<file path="config.mk">
export PLATFORM = sky130hd
export DESIGN_NAME = weight_update_ctrl
export DESIGN_NICKNAME = d
export VERILOG_FILES = /design/src/rtl/weight_update_ctrl_pkg.sv /design/src/rtl/weight_update_ctrl_sample_epoch_counter.sv /design/src/rtl/weight_update_ctrl.sv
export SDC_FILE = /design/constraint.sdc
export NUM_CORES = 1
export LEC_CHECK = 0
export CORE_AREA = 2 2 106 118
export DETAILED_ROUTE_END_ITERATION = 8
export DIE_AREA = 0 0 108 120
export PLACE_DENSITY = 0.85
export SETUP_SLACK_MARGIN = 0.3
export SLEW_MARGIN = 5
export SYNTH_ARGS = -nofsm -noshare
export SYNTH_HDL_FRONTEND = slang
export SYNTH_SLANG_ARGS = --single-unit
</file>
<file path="constraint.sdc">
create_clock -name CLK -period 8.85 [get_ports CLK]
set_input_delay 2.2125 -clock CLK [delete_from_list [all_inputs] [get_ports CLK]]
set_output_delay 2.2125 -clock CLK [all_outputs]
set_load 0.02 [all_outputs]
</file>
<file path="src/rtl/weight_update_ctrl_pkg.sv">
// ---------------------------------------------------------------------------
// weight_update_ctrl_pkg
// Shared definitions for the single-layer weight-update sequencer:
//   - default widths for sample address, epoch counter and data path
//   - state encoding of the sequencer FSM
// Imported by weight_update_ctrl and sample_epoch_counter.
// ---------------------------------------------------------------------------
package weight_update_ctrl_pkg;

  // Default widths
  localparam int SAMPLE_AW_DEF = 8;   // sample address width
  localparam int EPOCH_W_DEF   = 16;  // epoch counter width
  localparam int DW_DEF        = 32;  // prediction / target / error width

  // Sequencer state encoding
  typedef logic [2:0] state_t;

  localparam state_t ST_IDLE     = 3'd0;
  localparam state_t ST_LAUNCH   = 3'd1;
  localparam state_t ST_FWD_WAIT = 3'd2;
  localparam state_t ST_ERR      = 3'd3;
  localparam state_t ST_GEN      = 3'd4;
  localparam state_t ST_APPLY    = 3'd5;
  localparam state_t ST_NEXT     = 3'd6;
  localparam state_t ST_FINISH   = 3'd7;

endpackage

</file>
<file path="src/rtl/weight_update_ctrl_sample_epoch_counter.sv">
// ---------------------------------------------------------------------------
// sample_epoch_counter
// Sample index and completed-epoch counters for the weight-update sequencer.
// On ld the per-run limits are latched (num_samples of 0 is treated as 1) and
// both counters are cleared. On adv the sample index steps; after the last
// sample it wraps to 0 and the epoch counter increments.
//
// Ports:
//   CLK          in   clock, rising edge
//   RST_N        in   synchronous active-low reset
//   ld           in   latch limits and clear counters (start of a run)
//   adv          in   advance to the next sample
//   num_samples  in   samples per epoch (0 treated as 1)
//   num_epochs   in   epochs to run
//   sample_addr  out  current sample index
//   epoch        out  completed-epoch count
//   last_sample  out  current sample is the last one of the epoch
//   last_epoch   out  completing this epoch reaches the latched epoch count
// ---------------------------------------------------------------------------
module sample_epoch_counter
  import weight_update_ctrl_pkg::*;
#(
  parameter int SAMPLE_AW = SAMPLE_AW_DEF,
  parameter int EPOCH_W   = EPOCH_W_DEF
) (
  input  logic                 CLK,
  input  logic                 RST_N,
  input  logic                 ld,
  input  logic                 adv,
  input  logic [SAMPLE_AW-1:0] num_samples,
  input  logic [EPOCH_W-1:0]   num_epochs,
  output logic [SAMPLE_AW-1:0] sample_addr,
  output logic [EPOCH_W-1:0]   epoch,
  output logic                 last_sample,
  output logic                 last_epoch
);

  localparam logic [SAMPLE_AW-1:0] SAMPLE_ZERO = {SAMPLE_AW{1'b0}};
  localparam logic [SAMPLE_AW-1:0] SAMPLE_ONE  = {{(SAMPLE_AW-1){1'b0}}, 1'b1};
  localparam logic [EPOCH_W-1:0]   EPOCH_ZERO  = {EPOCH_W{1'b0}};
  localparam logic [EPOCH_W-1:0]   EPOCH_ONE   = {{(EPOCH_W-1){1'b0}}, 1'b1};

  // Latched index of the last sample; storing N-1 folds the "0 means 1" rule in.
  logic [SAMPLE_AW-1:0] last_idx_r;
  logic [EPOCH_W-1:0]   num_epochs_r;
  logic [SAMPLE_AW-1:0] sample_r;
  logic [EPOCH_W-1:0]   epoch_r;

  // Latched run limits and sample/epoch counters
  always_ff @(posedge CLK) begin
    if (!RST_N) begin
      last_idx_r   <= SAMPLE_ZERO;
      num_epochs_r <= EPOCH_ZERO;
      sample_r     <= SAMPLE_ZERO;
      epoch_r      <= EPOCH_ZERO;
    end else if (ld) begin
      last_idx_r   <= (num_samples == SAMPLE_ZERO) ? SAMPLE_ZERO : (num_samples - SAMPLE_ONE);
      num_epochs_r <= num_epochs;
      sample_r     <= SAMPLE_ZERO;
      epoch_r      <= EPOCH_ZERO;
    end else if (adv) begin
      if (sample_r == last_idx_r) begin
        sample_r <= SAMPLE_ZERO;
        epoch_r  <= epoch_r + EPOCH_ONE;
      end else begin
        sample_r <= sample_r + SAMPLE_ONE;
      end
    end else begin
      sample_r <= sample_r;
      epoch_r  <= epoch_r;
    end
  end

  // Boundary flags decoded from the registered counters
  always_comb begin
    last_sample = (sample_r == last_idx_r);
    last_epoch  = ((epoch_r + EPOCH_ONE) == num_epochs_r);
  end

  assign sample_addr = sample_r;
  assign epoch       = epoch_r;

endmodule

</file>
<file path="src/rtl/weight_update_ctrl.sv">
// ---------------------------------------------------------------------------
// weight_update_ctrl
// Training sequencer for the single-layer update path. For every sample it
// launches the forward pass, registers the error d = target - prediction,
// and, when d is non-zero, strobes the delta-weight generator (gen) and then
// the weight write (w_we). Runs num_epochs passes over num_samples samples.
//
// Optional feature (macro WEIGHT_UPDATE_EARLY_STOP_EN): when defined, an
// epoch that finishes with err_count == 0 ends training immediately; the
// converged epoch is included in the epoch count.
//
// Ports:
//   CLK          in   clock, rising edge
//   RST_N        in   synchronous active-low reset
//   start        in   one-cycle pulse, starts training when idle
//   num_samples  in   samples per epoch (0 treated as 1), latched on start
//   num_epochs   in   epochs to run (0 finishes immediately), latched on start
//   sample_addr  out  current sample index for input/target memories
//   fwd_start    out  one-cycle forward-pass launch
//   fwd_done     in   forward result valid (only looked at while waiting)
//   prediction   in   signed forward output
//   target       in   signed desired output for sample_addr
//   d            out  registered error target - prediction (wraps)
//   gen          out  one-cycle delta-weight generator strobe
//   w_we         out  one-cycle weight write enable
//   busy         out  high whenever not idle
//   done         out  one-cycle pulse at end of training
//   epoch        out  completed-epoch count
//   err_count    out  samples with d != 0 in the current epoch
// ---------------------------------------------------------------------------
module weight_update_ctrl
  import weight_update_ctrl_pkg::*;
#(
  parameter int SAMPLE_AW = SAMPLE_AW_DEF,
  parameter int EPOCH_W   = EPOCH_W_DEF,
  parameter int DW        = DW_DEF
) (
  input  logic                 CLK,
  input  logic                 RST_N,
  input  logic                 start,
  input  logic [SAMPLE_AW-1:0] num_samples,
  input  logic [EPOCH_W-1:0]   num_epochs,
  output logic [SAMPLE_AW-1:0] sample_addr,
  output logic                 fwd_start,
  input  logic                 fwd_done,
  input  logic [DW-1:0]        prediction,
  input  logic [DW-1:0]        target,
  output logic [DW-1:0]        d,
  output logic                 gen,
  output logic                 w_we,
  output logic                 busy,
  output logic                 done,
  output logic [EPOCH_W-1:0]   epoch,
  output logic [SAMPLE_AW:0]   err_count
);

  localparam logic [DW-1:0]      D_ZERO   = {DW{1'b0}};
  localparam logic [EPOCH_W-1:0] EPOCH_Z  = {EPOCH_W{1'b0}};
  localparam logic [SAMPLE_AW:0] ERR_ZERO = {(SAMPLE_AW+1){1'b0}};
  localparam logic [SAMPLE_AW:0] ERR_ONE  = {{SAMPLE_AW{1'b0}}, 1'b1};

  state_t               state_r;
  state_t               next_state_s;

  logic [DW-1:0]        d_r;
  logic [SAMPLE_AW:0]   err_cnt_r;
  logic                 fwd_start_r;
  logic                 gen_r;
  logic                 w_we_r;
  logic                 busy_r;
  logic                 done_r;

  logic                 fwd_start_nx_s;
  logic                 gen_nx_s;
  logic                 w_we_nx_s;
  logic                 busy_nx_s;
  logic                 done_nx_s;
  logic                 cnt_ld_s;
  logic                 cnt_adv_s;
  logic                 d_ld_s;
  logic                 err_inc_s;
  logic                 err_clr_s;
  logic                 last_sample_s;
  logic                 last_epoch_s;

  sample_epoch_counter #(
    .SAMPLE_AW (SAMPLE_AW),
    .EPOCH_W   (EPOCH_W)
  ) u_cnt (
    .CLK         (CLK),
    .RST_N       (RST_N),
    .ld          (cnt_ld_s),
    .adv         (cnt_adv_s),
    .num_samples (num_samples),
    .num_epochs  (num_epochs),
    .sample_addr (sample_addr),
    .epoch       (epoch),
    .last_sample (last_sample_s),
    .last_epoch  (last_epoch_s)
  );

  // FSM state register
  always_ff @(posedge CLK) begin
    if (!RST_N) begin
      state_r <= ST_IDLE;
    end else begin
      state_r <= next_state_s;
    end
  end

  // FSM next-state decode
  always_comb begin
    next_state_s = state_r;
    case (state_r)
      ST_IDLE: begin
        if (start) begin
          if (num_epochs == EPOCH_Z) begin
            next_state_s = ST_FINISH;
          end else begin
            next_state_s = ST_LAUNCH;
          end
        end else begin
          next_state_s = ST_IDLE;
        end
      end
      ST_LAUNCH:   next_state_s = ST_FWD_WAIT;
      ST_FWD_WAIT: begin
        if (fwd_done) begin
          next_state_s = ST_ERR;
        end else begin
          next_state_s = ST_FWD_WAIT;
        end
      end
      ST_ERR: begin
        if (d_r == D_ZERO) begin
          next_state_s = ST_NEXT;
        end else begin
          next_state_s = ST_GEN;
        end
      end
      ST_GEN:      next_state_s = ST_APPLY;
      ST_APPLY:    next_state_s = ST_NEXT;
      ST_NEXT: begin
        if (last_sample_s) begin
          if (last_epoch_s) begin
            next_state_s = ST_FINISH;
`ifdef WEIGHT_UPDATE_EARLY_STOP_EN
          end else if (err_cnt_r == ERR_ZERO) begin
            // Converged: a whole epoch produced no error.
            next_state_s = ST_FINISH;
`endif
          end else begin
            next_state_s = ST_LAUNCH;
          end
        end else begin
          next_state_s = ST_LAUNCH;
        end
      end
      ST_FINISH:   next_state_s = ST_IDLE;
      default:     next_state_s = ST_IDLE;
    endcase
  end

  // FSM output decode; strobes are decoded from the next state so their
  // registered copies are high exactly while the FSM sits in that state.
  always_comb begin
    fwd_start_nx_s = (next_state_s == ST_LAUNCH);
    gen_nx_s       = (next_state_s == ST_GEN);
    w_we_nx_s      = (next_state_s == ST_APPLY);
    done_nx_s      = (next_state_s == ST_FINISH);
    busy_nx_s      = (next_state_s != ST_IDLE);
    cnt_ld_s       = (state_r == ST_IDLE) && start;
    cnt_adv_s      = (state_r == ST_NEXT);
    d_ld_s         = (state_r == ST_FWD_WAIT) && fwd_done;
    err_inc_s      = (state_r == ST_ERR) && (d_r != D_ZERO);
    // Clear at a run start, or at an epoch boundary when another epoch follows;
    // on the final epoch the count is left visible until the next start.
    err_clr_s      = cnt_ld_s ||
                     (cnt_adv_s && last_sample_s && (next_state_s == ST_LAUNCH));
  end

  // Registered strobes and status
  always_ff @(posedge CLK) begin
    if (!RST_N) begin
      fwd_start_r <= 1'b0;
      gen_r       <= 1'b0;
      w_we_r      <= 1'b0;
      done_r      <= 1'b0;
      busy_r      <= 1'b0;
    end else begin
      fwd_start_r <= fwd_start_nx_s;
      gen_r       <= gen_nx_s;
      w_we_r      <= w_we_nx_s;
      done_r      <= done_nx_s;
      busy_r      <= busy_nx_s;
    end
  end

  // Error register: two's-complement difference wrapped to DW bits
  always_ff @(posedge CLK) begin
    if (!RST_N) begin
      d_r <= D_ZERO;
    end else if (d_ld_s) begin
      d_r <= target - prediction;
    end else begin
      d_r <= d_r;
    end
  end

  // Per-epoch count of samples that required a weight update
  always_ff @(posedge CLK) begin
    if (!RST_N) begin
      err_cnt_r <= ERR_ZERO;
    end else if (err_clr_s) begin
      err_cnt_r <= ERR_ZERO;
    end else if (err_inc_s) begin
      err_cnt_r <= err_cnt_r + ERR_ONE;
    end else begin
      err_cnt_r <= err_cnt_r;
    end
  end

  assign fwd_start = fwd_start_r;
  assign gen       = gen_r;
  assign w_we      = w_we_r;
  assign done      = done_r;
  assign busy      = busy_r;
  assign d         = d_r;
  assign err_count = err_cnt_r;

endmodule

</file>
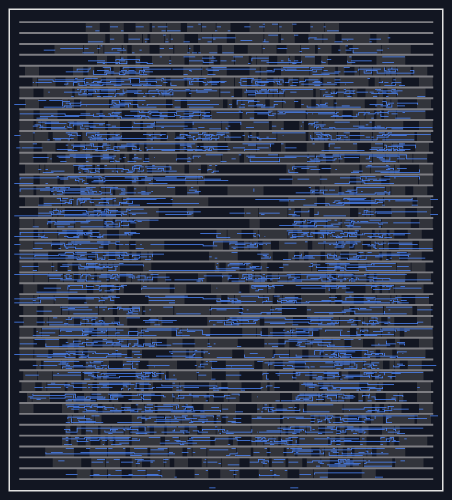
(images/met1.png)
Scale: 4 px per um. Supply wires on this layer in grey.
main direction: horizontal
longest straight run: 24.4 um
nets with wire on the layer: 959
share of all routed wire: 40%

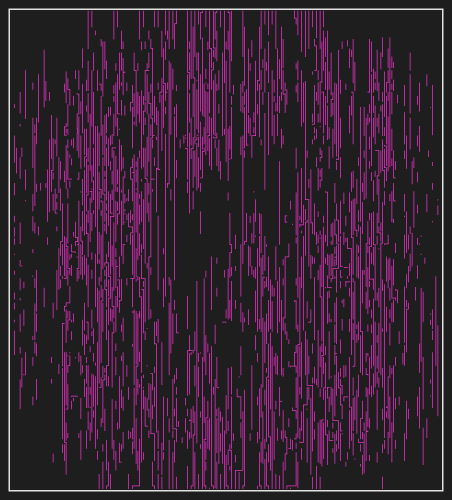
(images/met2.png)
Scale: 4 px per um.
longest straight run: 40.8 um
share of all routed wire: 51%
wire length on this layer: 8550 um
nets with wire on the layer: 906
main direction: vertical
drt total wl: 16.8 mm
vias: 6169
global-route track usage on met2: 47.6%

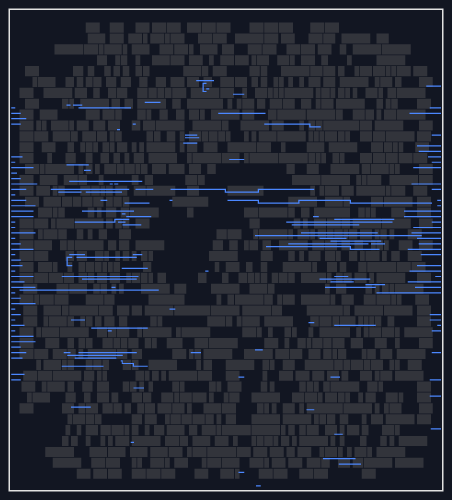
(images/met3.png)
Scale: 4 px per um.
wire length on this layer: 1010 um
nets with wire on the layer: 132
GRT met3 Usage: 3.80%

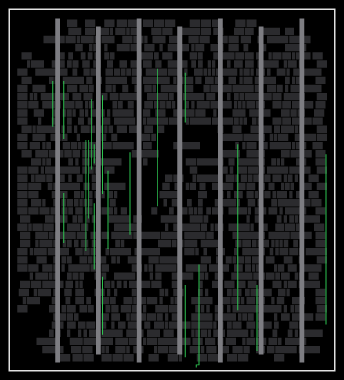
(images/met4.png)
Scale: 3 px per um. Supply wires on this layer in grey.
share of all routed wire: 3.1%
main direction: vertical

-- area by class of cell --
| cell class | count | area (sq um) |
|---|---|---|
| Tap cell | 154 | 193 |
| Fill cell | 1025 | 3670 |
| Clock inverter | 7 | 62.6 |
| Inverter | 45 | 169 |
| Timing Repair Buffer | 166 | 1650 |
| Sequential cell | 97 | 1940 |
| Clock buffer | 9 | 225 |
| Multi-Input combinational cell | 618 | 3920 |
-- metal layers --
| layer | part of all wire, % | vias up | track usage, % |
|---|---|---|---|
| met1 | 40 | 2816 | 29.7 |
| met2 | 51 | 228 | 47.6 |
| met5 | 0 | - | 0 |
| met4 | 3.1 | 0 | 11.5 |
| li1 | - | 3084 | - |
| met3 | 6.0 | 41 | 3.80 |
-- flip-flops by register name, summed over array words and instances (netlist names), 3 cells and up --
| signal | flops |
|---|---|
| d | 32 |
| u_cnt.sample_addr | 8 |
| err_count | 9 |
| u_cnt.last_idx_r | 8 |
| state_r | 3 |
| u_cnt.epoch | 16 |
| u_cnt.num_epochs_r | 16 |
-- final timing paths --
kind,to,cells after the start,from
max,d[31]$_SDFFE_PN0P_,11,prediction[8]
min,u_cnt.num_epochs_r[13]$_SDFFE_PN0P_,2,u_cnt.num_epochs_r[13]$_SDFFE_PN0P_
max reg2reg,err_count[4]$_SDFFE_PP0P_,8,u_cnt.epoch[2]$_SDFFE_PP0P_
min reg2reg,u_cnt.num_epochs_r[13]$_SDFFE_PN0P_,2,u_cnt.num_epochs_r[13]$_SDFFE_PN0P_
-- per-stage QoR --
| stage | utilization (%) | power, mW | worst slack [ps] |
|---|---|---|---|
| floorplan | - | 0.650 | 4480 |
| global placement | 66.6 | 0.753 | 3680 |
| detailed placement | 66.6 | 0.758 | 3600 |
| CTS | 69.0 | 1.14 | 3960 |
| global route | 69.0 | 1.19 | 3770 |
| finish | 69.0 | 1.13 | 3940 |
-- report_power, final --
part	leakage [nW]	internal, mW	total (mW)	switching (mW)
Sequential	0.787	0.456	0.473	0.0172
Clock	0.144	0.197	0.382	0.185
Combinational	2.18	0.129	0.278	0.149
Total	3.11	0.781	1.13	0.352
-- cell families after synthesis --
logic type               count (synthesis)  synth area share [%]
AND/OR/NAND/NOR                        324                  26.1
AND-OR/OR-AND                          172                  17.6
flip-flops                              97                  31.6
XOR/XNOR                                78                  11.1
buffers and inverters                   70                  4.81
adder cells (fa/ha/maj)                 36                  7.45
multiplexers                             8                  1.32
-- layout by cell type, fill, tap and decap left out, types with 4 or more instances in the layout --
cell and instances:
o21a_1 6, nor3_1 21, nor2_1 66, a21o_1 11, and3_1 8, nand3_1 29, nor4_1 19, o2111ai_1 6
clkbuf_16 9, and2_1 5, o21ai_0 35, o31ai_1 5, xor2_1 38, inv_1 45, nand3b_1 6, mux2i_1 7
and4_1 5, o211ai_1 7, a211oi_1 9, dfxtp_1 97, or3_1 13, nand4_1 16, a31oi_1 9, nand2b_1 5
nand2_1 109, or2_2 4, xnor2_1 40, buf_4 5, clkdlybuf4s50_1 161, a21oi_1 59, ha_1 35
==> results.yml <==
# implementation run metrics
sta:
  clock_skew_ps: 7.93
  hold_ws_ps: 470
  max_freq_ghz: 0.204
  rsz0062_at_grt: "false"
  setup_viol_count_final: 0
  slew_headroom_pct: 22.9
  finalSetupTns_ps: 0
  max_slew.worst_pin.slew_ps: 1140
  fin_crit_ps: 4910
  fin_crit_sh_pct: 55.5
  slew_viol_final: 0
critical_path:
  required_ps: 9090
  crit_path_top_delay_cell: "clkdlybuf4s50_1"
  critPathArrivalTime_ps: 5150
  start_kind: "primary input"
  crit_buf_inv: 2
  crit_chain: "clkdlybuf4s50_1, inv_1, ha_1, a21o_1, a2111oi_0, nor3_1, o21ai_0, a211oi_1, o2111ai_1, a31oi_1, a311o_1"
  cp_top_family: "AND-OR/OR-AND gates"
  endpoint_kind: "register"
  path_max_fanout: 5
  path_class: "primary input to register"
  max_stage_delay_ps: 450
  regToRegSetupSlack_ps: 6020
clock_network:
  clkSinkCount: 97
  clk_pin_slew_ps: 70
  insertion_delay_ps: 350
  ctsResizeCount: 0
  cts_tree: "built"
  cts_buffer_depth: 2
  cts_buffers: 9
  htree_num_levels: 3
  clock-root-buffer: "clkbuf_16"
  cts.hold.buffers_added: 0
  post-cts-setup-buffer-count: 0
cells_and_area:
  syn2layout_area_growth_pct: 32.8
  layout-drive-gt1-share_pct: 4.03
  stdcell_count: 1096
  diodes: 0
synth:
  synth-edff-count: 0
  syn_area_per_cell_sq_um: 7.83
  top_cell: "nand2_1"
  postSynthCellCount: 785
  syn_area_sq_um: 6140
  synthTopCellsByCount: "nand2_1, dfxtp_1, nor2_1"
  top_cell_area_share_pct: 31.6
  synth_seq_share_pct: 31.6
  synth_cell_type_count: 63
  synthTopCellsByArea: "dfxtp_1, ha_1, nand2_1, xnor2_1, xor2_1"
  ys_ff: 97
  syn_nets: 913
  ys_cells: 785
  top_area_cell: "dfxtp_1"
die:
  initial_core_util_pct: 52.0
  die_y_um: 120
  die_width_um: 108
  io_pins: 162
  fp.dieArea_sq_um: 13000
placed_design:
  dp_hpwl_mm: 12.7
  numPortBuffers: 161
  place_area_sq_um: 7870
  gp_congestion: 0.903
  place_inst: 1080
power:
  p_per_area_nw_per_um2: 139
  p_leak_nw: 3.11
  ir_drop_v: 0.0000875
drt:
  firstDrtPassIters: 5
  drt_iter0_drc: 305
  via_per_inst: 5.63
  drc_errors: 0
  antenna_left: 0
  post_drt_wl_per_cell_um: 15.3
run_status:
  outcome: "completed"
grt:
  grt_pass1_vias: 5983
  grt_pass1_wl_mm: 27.5
  gr-total-overflow: 0
  antenna_found_initial: 0
  grt_max_degree: 44
flow_run:
  warnings: 26
Power is estimated from default activity; no workload was simulated.
